Run 1, the metal 3 layer:
Bar = 20 microns.
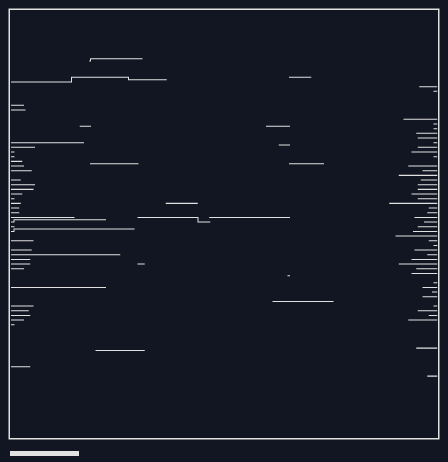
Run 1, cell classes on the final placement:
Fill, decap, tap and diode cells in grey.
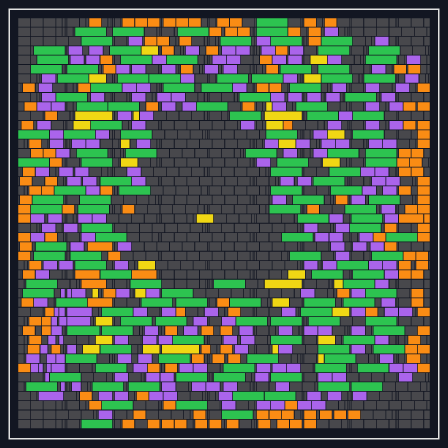
Run 1, port wiring:
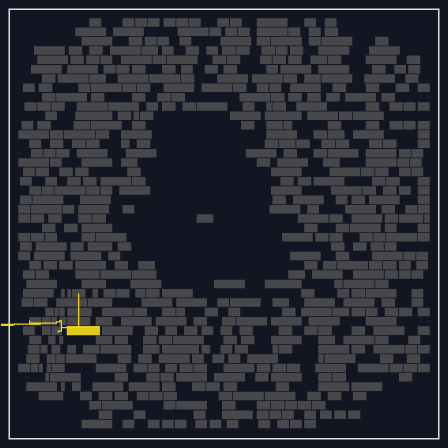
==> config.mk <==
export PLATFORM = sky130hd
export DESIGN_NAME = des_perm_pipe
export DESIGN_NICKNAME = d
export VERILOG_FILES = /design/src/rtl/des_pkg.sv /design/src/rtl/des_perm_stage.sv /design/src/rtl/des_perm_pipe.sv
export SDC_FILE = /design/constraint.sdc
export NUM_CORES = 1
export LEC_CHECK = 0
export CAP_MARGIN = 40
export CELL_PAD_IN_SITES_DETAIL_PLACEMENT = 0
export CELL_PAD_IN_SITES_GLOBAL_PLACEMENT = 1
export CORE_MARGIN = 2
export CORE_UTILIZATION = 42
export CTS_BUF_LIST = sky130_fd_sc_hd__clkbuf_4 sky130_fd_sc_hd__clkbuf_8
export DETAILED_ROUTE_END_ITERATION = 6
export PLACE_DENSITY = 0.89
export SYNTH_ARGS = -nofsm -noshare
export SYNTH_HDL_FRONTEND = slang
export SYNTH_SLANG_ARGS = --single-unit
==> constraint.sdc <==
create_clock -name clk -period 1.9 [get_ports clk]
set_input_delay 0.19 -clock clk [delete_from_list [all_inputs] [get_ports clk]]
set_output_delay 0.19 -clock clk [all_outputs]
set_load 0.01 [all_outputs]
==> deck_impl_summary.md, run 1 <==
Run Summary

Route
  – WL met1: 5300 microns
  – Drt first pass iters: 2
  – DR top layer: met4
  – WL met2: around 6100 microns
  – DRT antenna net count: 0
  – DR vias/cell: a little under 5
  – DR DRC count: 0
  – DR WL/cell: 16.5 microns

Yosys
  – Adders+Majority by Area: less than 1%
  – Syn Std Cell Area: between 6000 and 7000 sq um
  – Mux frac, synth: between 30% and 40%
  – Commonest flop: dfrtp_1
  – Yosys warns: 0
  – Leading area contributor after synthesis: dfrtp_1
  – Synth unique cells: 21
  – Seq share, synth: just under 60%
  – Count leader, synth: mux2_2
  – Synth flops: between 100 and 150
  – Post-synthesis simple-gate area fraction: about 1.6%
  – Comb area leader: multiplexers
  – Synthesized instance count: 388
  – Count of library flops with an enable pin: 0
  – Yosys cell count: between 300 and 400
  – Yosys chip area: roughly 6000 sq um
  – Asr flop ratio synth: 100%
  – Avg Cell Area, Syn: between 15 and 20 sq um

Hold path
  – Hold/Removal Path Class: in2async

Critical path
  – Crit path DAT: ~2100 ps
  – Crit end category: flop
  – Instance count on the critical path: 5
  – Slowest cell on crit path: dfrtp_1
  – Worst Path Required: 2220 ps
  – Critical Path, Cell by Cell: o21ai_0 -> and2_1 -> fa_1 -> a22oi_1 -> mux2_2
  – Worst path max stage delay: between 400 and 500 ps
  – Buf+Inv Stages, Crit Path: 0
  – CP delay by family, top: flip-flops
  – Critical Path Fanout Max: 4
  – Reg-to-reg slack, setup: 130 ps
  – Element type at the critical path start: flop

Floorplan
  – Initial Util: between 40% and 50%
  – Die area: around 16000 sq um
  – Die Ht: 125 microns
  – Cell row count: about 44
  – Tapcells: between 150 and 200

Placed design
  – Pre-CTS WS: -134 ps
  – HPWL Detailed: between 8000 and 9000 microns
  – Placement Cell Area: about 8000 sq um
  – Placer Congestion: between 0.7 and 0.8

Pwr
  – Pwr per Cell Area: between 1000 and 1500 nW/um^2
  – Combinational power: about 2500 uW
  – VDD IR max: around 0.00058 V
  – Clock power frac: roughly 28%
  – P_seq: ~4200 uW
  – P_clk: 2640 uW
  – Top pwr grp: registers

Finish
  – Filler cell count: around 1100
  – Nonclk buf count: approximately 160
  – Share of cells above drive strength 1: approximately 43%
  – Final nets: approximately 620
  – Clock buffers: 21
  – Max-area cell class: registers
  – MI comb cells: 220
  – Max reg flops: 128
  – Clock network share of area: under 10%
  – Synthesis-to-layout area growth: 36.2%
  – Antenna Cells: 0
  – Comb. cell area: about 2400 sq um
  – Register area: between 3000 and 4000 sq um

Clocking
  – Clock Sinks: between 100 and 150
  – H-tree Lvls: 4
  – CTS tree: yes
  – Hold_buf cts: 1
  – Clock Path Buffers: 2
  – Post-cts gate resize count: 0
  – CTS buffer count: 17
  – Clk root buf: clkbuf_8
  – Post-CTS Setup Bufs: 0

Final timing
  – Pins Over Slew Limit: 0
  – Final TNS setup: 0 ps
  – Worst Skew: ~8.5 ps
  – Worst hold slack: 279 ps
  – Worst slew pin tran: slightly below 500 ps
  – Final worst slack: between 100 and 150 ps
  – FMAX: 0.564 GHz

Global routing
  – Vias in the first global route: 4126
  – Met2 usage: about 28%
  – Total global routing overflow: 0
  – Busiest grt layer: met2
  – First-pass GRT wire length: between 20000 and 25000 microns
  – Largest net degree at the start of global routing: 62

Run status
  – Status: complete, no violations

Run
  – Max-cap violations: 0
  – Tool warnings: 26
Back to the opening pictures, 'the metal 3 layer':
wire length on this layer: 684 microns
share of all routed wire: 5.6%
longest straight run: 35.0 microns
nets with wire on the layer: 81
main direction: horizontal
DR vias: 3690
total wire length: 12300 microns
met3 global-route usage: 4.81%

Back to the opening pictures, 'cell classes on the final placement':
[purple] combinational and other logic | cells: 223
[yellow] clock drivers and dummy loads | cells: 32
[orange] other buffers and delay cells | cells: 161
[green] flops | cells: 143
core box area: 14400 sq um
post-route cell area: 8330 sq um
sequential share of cell area: 43.0%
Layout Utilization: 58.0%

Back to the opening pictures, 'port wiring':
[yellow] out_valid | bits: 1 | direction: output | end cells: 1 | buffers: 1 | wire: 44.0 microns
I/O Buffers: 147
I/O Pins: 148

==> run 2, diff against run 1 <==
CELL_PAD_IN_SITES_DETAIL_PLACEMENT = unset   (was 0)
CELL_PAD_IN_SITES_GLOBAL_PLACEMENT = unset   (was 1)
CORE_UTILIZATION = 51   (was 42)
TNS_END_PERCENT = 30   (was unset)
Run 2, port wiring:
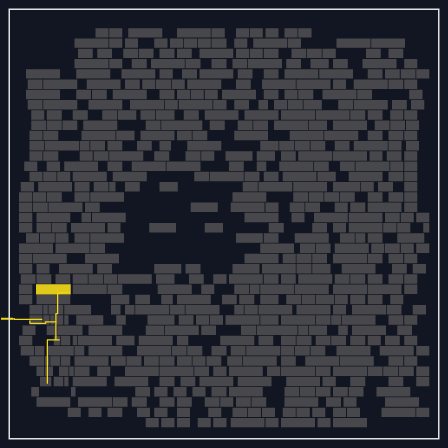
[yellow] out_valid | bits: 1 | direction: output | end cells: 1 | buffers: 1 | wire: 47.2 microns

==> deck_impl_summary.md, run 2 <==
Run Summary

Run status
  – Status: complete, no violations

Critical path
  – Crit end category: flop
  – Buf+Inv Stages, Crit Path: 0 (unchanged)
  – CP delay by family, top: flip-flops
  – Worst path max stage delay: 420 ps (about the same)
  – Worst Path Required: 2210 ps (about the same)
  – Reg-to-reg slack, setup: 130 ps (about the same)
  – Instance count on the critical path: 5 (unchanged)
  – Critical Path Fanout Max: 5 (+1)
  – Slowest cell on crit path: dfrtp_1
  – Element type at the critical path start: flop
  – Critical Path, Cell by Cell: o21ai_1 -> and2_1 -> fa_1 -> a22oi_1 -> mux2_2
  – Crit path DAT: 2080 ps (about the same)

Pwr
  – Combinational power: 2540 uW (+2%)
  – Flop pwr share: between 40% and 50%
  – VDD IR max: 0.000568 V (-2.3%)
  – P_clk: 2450 uW (-7%)
  – Top pwr grp: registers
  – Internal power: approximately 6700 uW
  – Pwr per Cell Area: 1100 nW/um^2 (-1.6%)
  – P_seq: 4170 uW (about the same)
  – Clock power frac: 26.7% (-1.7 points)

Finish
  – Clock buffers: 21 (unchanged)
  – Register area: 3580 sq um (about the same)
  – Synthesis-to-layout area growth: 36.6%
  – Most frequent logic cell in the layout: mux2_2
  – Share of cells above drive strength 1: 43.6% (+0.63 points)
  – Filler cell count: 796 (-29%)
  – Combinational share of cell area: ~29%
  – Final nets: 629 (+1.3%)
  – Layout Utilization: 72.2% (+14 points)
  – Nonclk buf count: 169 (+5.0%)
  – Signal inverters: 3
  – Antenna Cells: 0 (unchanged)
  – Sequential share of cell area: 42.8% (-0.14 points)
  – Clock network share of area: 4.93% (-0.41 points)
  – Max-area cell class: registers
  – Max reg flops: 128 (unchanged)
  – Post-route cell area: 8360 sq um (+0.30%)
  – MI comb cells: 220 (unchanged)
  – Comb. cell area: 2410 sq um (unchanged)

Clocking
  – Clock Sinks: 143 (unchanged)
  – Post-cts gate resize count: 0 (unchanged)
  – CTS buffer count: 17 (unchanged)
  – Post-CTS Setup Bufs: 0 (unchanged)
  – H-tree Lvls: 4 (unchanged)
  – Hold_buf cts: 1 (unchanged)
  – Clk root buf: clkbuf_8
  – Clock Path Buffers: 2 (unchanged)
  – CTS tree: yes
  – Latency at later pin: about 420 ps

Global routing
  – Total global routing overflow: 0 (unchanged)
  – First-pass GRT wire length: 20500 microns (-2.3%)
  – Largest net degree at the start of global routing: 62 (unchanged)
  – Busiest grt layer: met2
  – Vias in the first global route: 4075 (-1.2%)
  – Global-route usage over all layers: about 20%
  – Met3 global-route usage: 5.05% (+0.24 points)
  – Met1 global-route usage: 26.1%

Hold path
  – Hold/Removal Path Class: in2async

Route
  – DR vias/cell: 5.25 (+5.8%)
  – DR DRC count: 0 (unchanged)
  – DR top layer: met4
  – Drt first pass iters: 4 (+2)
  – DR WL/cell: 18.0 microns (+9.1%)
  – WL met2: 6430 microns (+4.6%)
  – WL met1: 5540 microns (+4.5%)
  – DRT iter0 DRCs: 157
  – Met3 WL post-DR: 662 microns
  – DRT antenna net count: 0 (unchanged)

Yosys
  – Syn Std Cell Area: 6120 sq um (unchanged)
  – Asr flop ratio synth: 100% (unchanged)
  – Avg Cell Area, Syn: 15.8 sq um (unchanged)
  – Yosys warns: 0 (unchanged)
  – Synth unique cells: 21 (unchanged)
  – Count leader, synth: mux2_2
  – Commonest flop: dfrtp_1
  – Synthesized instance count: 388 (unchanged)
  – Main area contributors: dfrtp_1 (59%), mux2_2 (35%), mux2_1 (2.0%)
  – Synth flops: 143 (unchanged)
  – Seq share, synth: 58.5% (unchanged)
  – Top cells by count, synth: mux2_2 (189), dfrtp_1 (143), buf_2 (13), mux2_1 (11)
  – Post-synthesis simple-gate area fraction: 1.58% (unchanged)
  – Mux frac, synth: 36.8% (unchanged)
  – Yosys cell count: 388 (unchanged)
  – Leading area contributor after synthesis: dfrtp_1
  – Xor+xnor area frac: 0%
  – Adders+Majority by Area: 0.327% (unchanged)
  – Comb area leader: multiplexers
  – Count of library flops with an enable pin: 0 (unchanged)
  – Yosys chip area: 6120 sq um (unchanged)

Final timing
  – Pins Over Slew Limit: 0 (unchanged)
  – Final TNS setup: 0 ps (unchanged)
  – Final setup viols: 0
  – Worst hold slack: 260 ps (-18.9 ps)
  – Cycle use final: 93.2%
  – Max_slew headroom: between 60 and 70%
  – Final worst slack: 130 ps (+1.62 ps)
  – FMAX: 0.565 GHz (about the same)
  – Worst slew pin tran: 468 ps (-27.8 ps)
  – Worst Skew: 9.38 ps (+0.835 ps)

Floorplan
  – Die area: 12900 sq um (-17%)
  – I/O Pins: 148 (unchanged)
  – Initial Util: 52.9% (+10 points)
  – Core box area: 11600 sq um (-20%)
  – Die Ht: 114 microns (-9.0%)
  – Tapcells: 143 (-22%)
  – Cell row count: 39 (-11%)

Placed design
  – I/O Buffers: 147 (unchanged)
  – Pre-CTS WS: -142 ps (-8.38 ps)
  – Placement Cell Area: 7930 sq um (+0.75%)
  – Placed Cells: just under 700
  – Placer Congestion: 0.751 (+3.0%)
  – HPWL Detailed: 9170 microns (+6.7%)

Run
  – Max-cap violations: 0 (unchanged)
  – Tool warnings: 26 (unchanged)
Run 2, M2 wires:
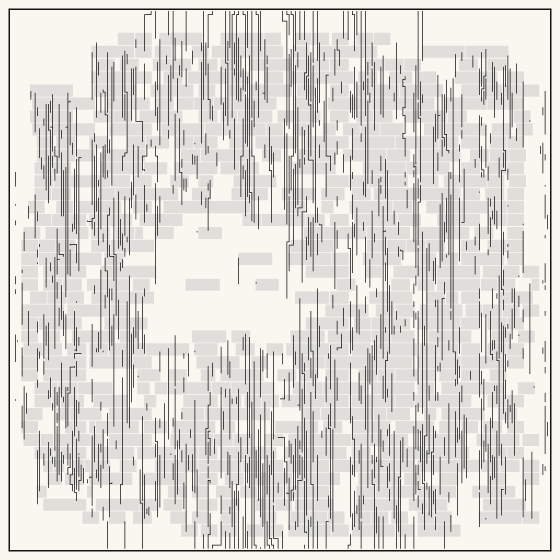
longest straight run: 57.5 microns
nets with wire on the layer: 599
DR vias: 3731
total wire length: 12800 microns
met2 usage: 34.3%

No activity file was given, so power comes from the tool's default toggle rates.
